File: config.mk
export PLATFORM = sky130hd
export DESIGN_NAME = stopwatch_counter
export DESIGN_NICKNAME = d
export VERILOG_FILES = /design/src/rtl/stopwatch_pkg.sv /design/src/rtl/bcd_digit.sv /design/src/rtl/stopwatch_counter.sv
export SDC_FILE = /design/constraint.sdc
export NUM_CORES = 1
export LEC_CHECK = 0
export CAP_MARGIN = 25
export CORE_MARGIN = 2
export CORE_UTILIZATION = 59
export DETAILED_ROUTE_END_ITERATION = 6
export DONT_BUFFER_PORTS = 1
export GPL_ROUTABILITY_DRIVEN = 0
export PLACE_DENSITY = 0.72
export SYNTH_ARGS = -nofsm -noshare
export SYNTH_HDL_FRONTEND = slang
export SYNTH_SLANG_ARGS = --single-unit
File: constraint.sdc
create_clock -name clk -period 4.3 [get_ports clk]
set_input_delay 0.86 -clock clk [delete_from_list [all_inputs] [get_ports clk]]
set_output_delay 0.86 -clock clk [all_outputs]
set_load 0.01 [all_outputs]
File: src/rtl/stopwatch_pkg.sv
// Shared constants and helpers for the stopwatch elapsed-time datapath.
// Times are packed as {M10, M1, S10, S1}, one BCD digit per nibble.
package stopwatch_pkg;

    localparam int unsigned BCD_W            = 4;
    localparam int unsigned TIME_W           = 4 * BCD_W;
    localparam int unsigned TICK_DIV_DEFAULT = 100_000_000;

    localparam logic [BCD_W-1:0] SEC_ONES_MAX = 4'd9;
    localparam logic [BCD_W-1:0] SEC_TENS_MAX = 4'd5;
    localparam logic [BCD_W-1:0] MIN_ONES_MAX = 4'd9;
    localparam logic [BCD_W-1:0] MIN_TENS_MAX = 4'd5;

    localparam logic [TIME_W-1:0] MAX_TIME = 16'h5959;

    // Next value of one digit; anything at or above max rolls to zero so an
    // out-of-range digit can never persist.
    function automatic logic [BCD_W-1:0] bcd_next(input logic [BCD_W-1:0] q,
                                                  input logic [BCD_W-1:0] max,
                                                  input logic             en);
        logic [BCD_W-1:0] r;
        r = q;
        if (en) begin
            r = (q >= max) ? '0 : q + 1'b1;
        end
        return r;
    endfunction

endpackage

File: src/rtl/bcd_digit.sv
// One BCD digit of the elapsed-time chain: counts 0..MAX, carries out when
// enabled while sitting at MAX.
module bcd_digit
    import stopwatch_pkg::*;
#(
    parameter logic [BCD_W-1:0] MAX = 4'd9
) (
    input  logic             clk,
    input  logic             reset,
    input  logic             clr,
    input  logic             en,
    output logic [BCD_W-1:0] q,
    output logic             carry
);

    logic [BCD_W-1:0] q_q, q_d;

    always_comb begin
        q_d = bcd_next(q_q, MAX, en);
        if (clr) begin
            q_d = '0;
        end
    end

    always_ff @(posedge clk) begin
        if (reset) begin
            q_q <= '0;
        end else begin
            q_q <= q_d;
        end
    end

    assign q     = q_q;
    assign carry = en && (q_q == MAX);

endmodule

File: src/rtl/stopwatch_counter.sv
// MM:SS BCD elapsed-time counter with a 1 s prescaler and a freezable
// display register for lap mode.
module stopwatch_counter
    import stopwatch_pkg::*;
#(
    parameter int unsigned TICK_DIV = TICK_DIV_DEFAULT,
    parameter bit          WRAP_EN  = 1'b1
) (
    input  logic              clk,
    input  logic              reset,
    input  logic              count_en,
    input  logic              count_reset,
    input  logic              freeze_en,
    output logic [TIME_W-1:0] live_bcd,
    output logic [TIME_W-1:0] disp_bcd,
    output logic              frozen,
    output logic              sec_tick,
    output logic              at_max
);

    localparam int unsigned      PW   = $clog2(TICK_DIV);
    localparam logic [PW-1:0]    LAST = PW'(TICK_DIV - 1);

    logic [PW-1:0]     presc_q, presc_d;
    logic              tick_q, tick_d;
    logic              frozen_q, frozen_d;
    logic [TIME_W-1:0] disp_q, disp_d;
    logic [TIME_W-1:0] live_d;

    logic              adv;
    logic [3:0]        dig_en;
    logic [3:0]        carry;
    logic [BCD_W-1:0]  s1_q, s10_q, m1_q, m10_q;
    logic              unused_rollover;

    always_comb begin
        presc_d = presc_q;
        tick_d  = 1'b0;
        if (count_en) begin
            if (presc_q == LAST) begin
                presc_d = '0;
                tick_d  = 1'b1;
            end else begin
                presc_d = presc_q + 1'b1;
            end
        end
        if (count_reset) begin
            presc_d = '0;
            tick_d  = 1'b0;
        end
    end

    // Saturating build drops ticks at 59:59 while the prescaler keeps running.
    assign adv    = tick_d && !(at_max && !WRAP_EN);
    assign dig_en = {carry[2:0], adv};

    bcd_digit #(.MAX(SEC_ONES_MAX)) u_sec_ones (
        .clk   (clk),
        .reset (reset),
        .clr   (count_reset),
        .en    (dig_en[0]),
        .q     (s1_q),
        .carry (carry[0])
    );

    bcd_digit #(.MAX(SEC_TENS_MAX)) u_sec_tens (
        .clk   (clk),
        .reset (reset),
        .clr   (count_reset),
        .en    (dig_en[1]),
        .q     (s10_q),
        .carry (carry[1])
    );

    bcd_digit #(.MAX(MIN_ONES_MAX)) u_min_ones (
        .clk   (clk),
        .reset (reset),
        .clr   (count_reset),
        .en    (dig_en[2]),
        .q     (m1_q),
        .carry (carry[2])
    );

    bcd_digit #(.MAX(MIN_TENS_MAX)) u_min_tens (
        .clk   (clk),
        .reset (reset),
        .clr   (count_reset),
        .en    (dig_en[3]),
        .q     (m10_q),
        .carry (carry[3])
    );

    assign unused_rollover = carry[3];

    // Value the digit chain loads on this edge, so the display can track it.
    always_comb begin
        live_d = {bcd_next(m10_q, MIN_TENS_MAX, dig_en[3]),
                  bcd_next(m1_q,  MIN_ONES_MAX, dig_en[2]),
                  bcd_next(s10_q, SEC_TENS_MAX, dig_en[1]),
                  bcd_next(s1_q,  SEC_ONES_MAX, dig_en[0])};
        if (count_reset) begin
            live_d = '0;
        end
    end

    always_comb begin
        frozen_d = freeze_en;
        disp_d   = freeze_en ? disp_q : live_d;
        if (count_reset) begin
            disp_d = '0;
        end
    end

    always_ff @(posedge clk) begin
        if (reset) begin
            presc_q  <= '0;
            tick_q   <= 1'b0;
            frozen_q <= 1'b0;
            disp_q   <= '0;
        end else begin
            presc_q  <= presc_d;
            tick_q   <= tick_d;
            frozen_q <= frozen_d;
            disp_q   <= disp_d;
        end
    end

    assign live_bcd = {m10_q, m1_q, s10_q, s1_q};
    assign disp_bcd = disp_q;
    assign frozen   = frozen_q;
    assign sec_tick = tick_q;
    assign at_max   = (live_bcd == MAX_TIME);

endmodule

==> run_1/drive_strength.png <==
Bar = 20 microns.
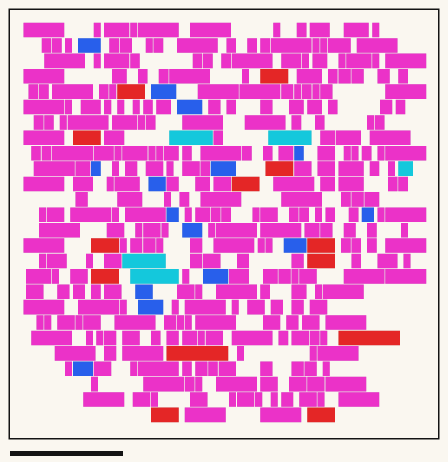
Red shows drive 6 and up, cells 13. Blue shows drive 2, cells 15. Cyan shows drive 3 to 4, cells 5. Magenta shows drive 1 or less, cells 314.

==> run_1/gate_families.png <==
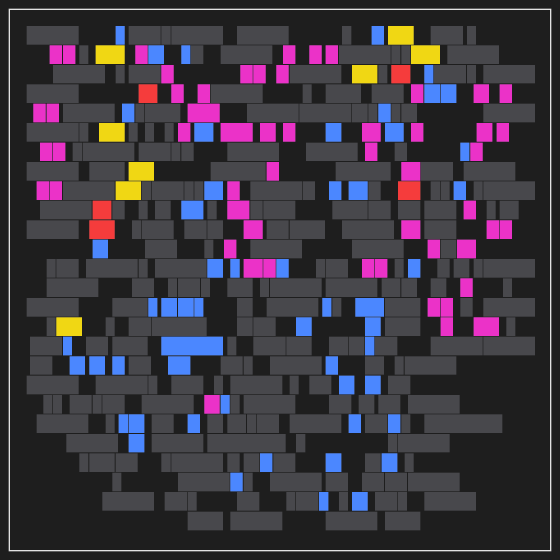
Yellow shows multiplexers, cells 8, most used mux2i_1. Blue shows NAND gates, cells 54. Magenta shows inverting AOI/OAI gates, cells 54, most used a21oi_1. Red shows AND-OR and OR-AND gates, cells 5, most used a21o_1.

==> run_1/clock_map.png <==
Bar = 20 microns.
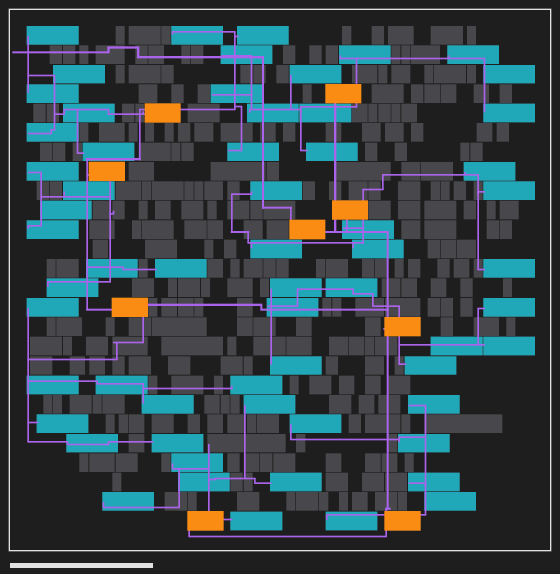
Orange shows cells driving clock nets, count 9. Purple shows clock wires, length 821 microns. Cyan shows flip-flops, count 61.
There are 10 routed clock nets. Position of the flops: all over the die.

==> out/qor.txt, run 1 <==
Number of cells in Yosys stat - 342
GRT Total Usage - 23.4%
Ports placed on the boundary - 40
Total buffers and inverters traversed by the critical path - 0
Met1 Resource Use GR - 33.6%
Ranking of synthesized cells by instance count - 61 x sky130_fd_sc_hd__dfxtp_1, 52 x sky130_fd_sc_hd__nor2_1, 22 x sky130_fd_sc_hd__a21oi_1, 18 x sky130_fd_sc_hd__xor2_1, 17 x sky130_fd_sc_hd__o21ai_0
Post-layout period usage of the worst path - 66.8%
Area fraction in mux cells - 2.73%
Post-synth EDFFs - 0
Switching component of the power - 0.245 mW
Global-route wire length before repair - 9850 microns
Internal power of the cells - 0.933 mW
Placement-stage cell area - 3070 sq um
Hold Buf Count CTS - 0
Setup Viol. Count Final - 0
Slowest cell on the critical path - sky130_fd_sc_hd__dfxtp_1
Slowest stage delay, CP - 490 ps
Number of levels in the clock H-tree - 3
Clock period minus final worst setup slack - 2870 ps
Classification of the worst setup path - reg2out
Length in cells of the worst reg-to-reg path - 6
Sequential Power Share - 48.8%
Status - finished, final reports clean
Gate count of the mapped netlist - 342
Seq power - 0.575 mW
Setup TNS - 0 ps
Max-slew headroom at the worst pin - 49.3%
Endpoint of the worst register-to-register path - disp_bcd[13]
Chip Height - 75.6 microns
Number of global-route vias before repair - 2,059
Non-clock buffer contribution to total cell area - 0.228%
AND-OR/OR-AND Cells, Area Fraction - 11.7%
Total count of max-transition violations in the final report - 0
Placed instance count - 401
Horizontal extent of the die - 75.6 microns
Last element of the critical path - at_max
GR met3 Demand/Resource - 8.60%
Cell Chain, Critical Path - ha_1, and3b_1, nand4_1, nor3_1
Ys async rst share - 0%
Starting density of the core - 60.0%
Actual transition at the worst max-transition pin - 754 ps
CTS tree - yes
Number of flip-flops in the largest register - 27
Per-instance average area after synthesis - 8.85 sq um
Top cells by area - sky130_fd_sc_hd__dfxtp_1 40%, sky130_fd_sc_hd__nor2_1 6.4%, sky130_fd_sc_hd__ha_1 5.4%
--- run 2 (diff from run 1) ---
==> constraint.sdc (replaced) <==
create_clock -name clk -period 2.95 [get_ports clk]
set_input_delay 0.59 -clock clk [delete_from_list [all_inputs] [get_ports clk]]
set_output_delay 0.59 -clock clk [all_outputs]
set_load 0.01 [all_outputs]
==> run 2 against run 1 <==
Net effect: total power increased by 38%; setup slack got worse by 1100 ps; clock power rose by 29%; first-iteration DRC count fell by 22%; highest routed layer unchanged; critical path depth stayed put; clock skew down 2.6 ps; critical path type unchanged; sequential power rose by 46%; sequential cell count unchanged; utilization down 0.50 points.
==> out/qor.txt, run 2 <==
Total buffers and inverters traversed by the critical path - 0 (unchanged)
Slowest stage delay, CP - 490 ps (about the same)
Placement-stage cell area - 3070 sq um (unchanged)
Length in cells of the worst reg-to-reg path - 6 (unchanged)
Horizontal extent of the die - 75.6 microns (unchanged)
Slowest cell on the critical path - sky130_fd_sc_hd__dfxtp_1
Gate count of the mapped netlist - 342 (unchanged)
Internal power of the cells - 1.25 mW (+34%)
Number of levels in the clock H-tree - 3 (unchanged)
Starting density of the core - 60.0% (unchanged)
Per-instance average area after synthesis - 8.85 sq um (unchanged)
Global-route wire length before repair - 9880 microns (+0.27%)
Clock period minus final worst setup slack - 2600 ps
Number of cells in Yosys stat - 342 (unchanged)
Top cells by area - sky130_fd_sc_hd__dfxtp_1 40%, sky130_fd_sc_hd__nor2_1 6.4%, sky130_fd_sc_hd__ha_1 5.4%
Total count of max-transition violations in the final report - 0 (unchanged)
AND-OR/OR-AND Cells, Area Fraction - 11.7% (unchanged)
Seq power - 0.839 mW (+46%)
Ports placed on the boundary - 40 (unchanged)
Ys async rst share - 0% (unchanged)
Setup TNS - 0 ps (unchanged)
GR met3 Demand/Resource - 9.13% (+0.53 points)
Ranking of synthesized cells by instance count - 61 x sky130_fd_sc_hd__dfxtp_1, 52 x sky130_fd_sc_hd__nor2_1, 22 x sky130_fd_sc_hd__a21oi_1, 18 x sky130_fd_sc_hd__xor2_1, 17 x sky130_fd_sc_hd__o21ai_0
Last element of the critical path - at_max
Max-slew headroom at the worst pin - 53.0% (+3.7 points)
Sequential Power Share - 51.7% (+2.9 points)
GRT Total Usage - 23.7% (+0.25 points)
Status - finished, final reports clean
Post-synth EDFFs - 0 (unchanged)
Placed instance count - 401 (unchanged)
Hold Buf Count CTS - 0 (unchanged)
Cell Chain, Critical Path - ha_1, and3b_1, nand4_1, nor3_1
Classification of the worst setup path - reg2out
Number of global-route vias before repair - 2,110 (+2.5%)
Switching component of the power - 0.372 mW (+52%)
CTS tree - yes
Chip Height - 75.6 microns (unchanged)
Actual transition at the worst max-transition pin - 699 ps (-55.0 ps)
Non-clock buffer contribution to total cell area - 0.230% (+0.0017 points)
==> run_2/final_clocks.png <==
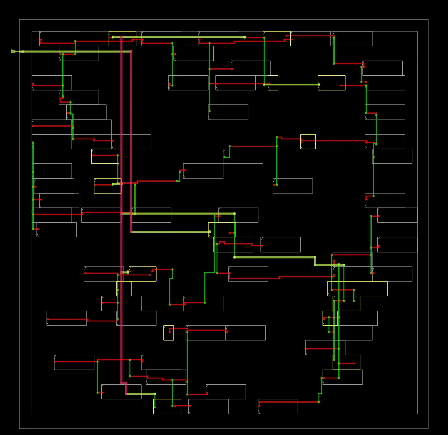
final sequential cell count: 61
number of clock buffers in the layout: 10
clock latency on the worst-skew pair: 340 ps
total clock network power: 0.751 mW
clock tree skew after final layout: 5.46 ps

No activity file was given, so power comes from the tool's default toggle rates.
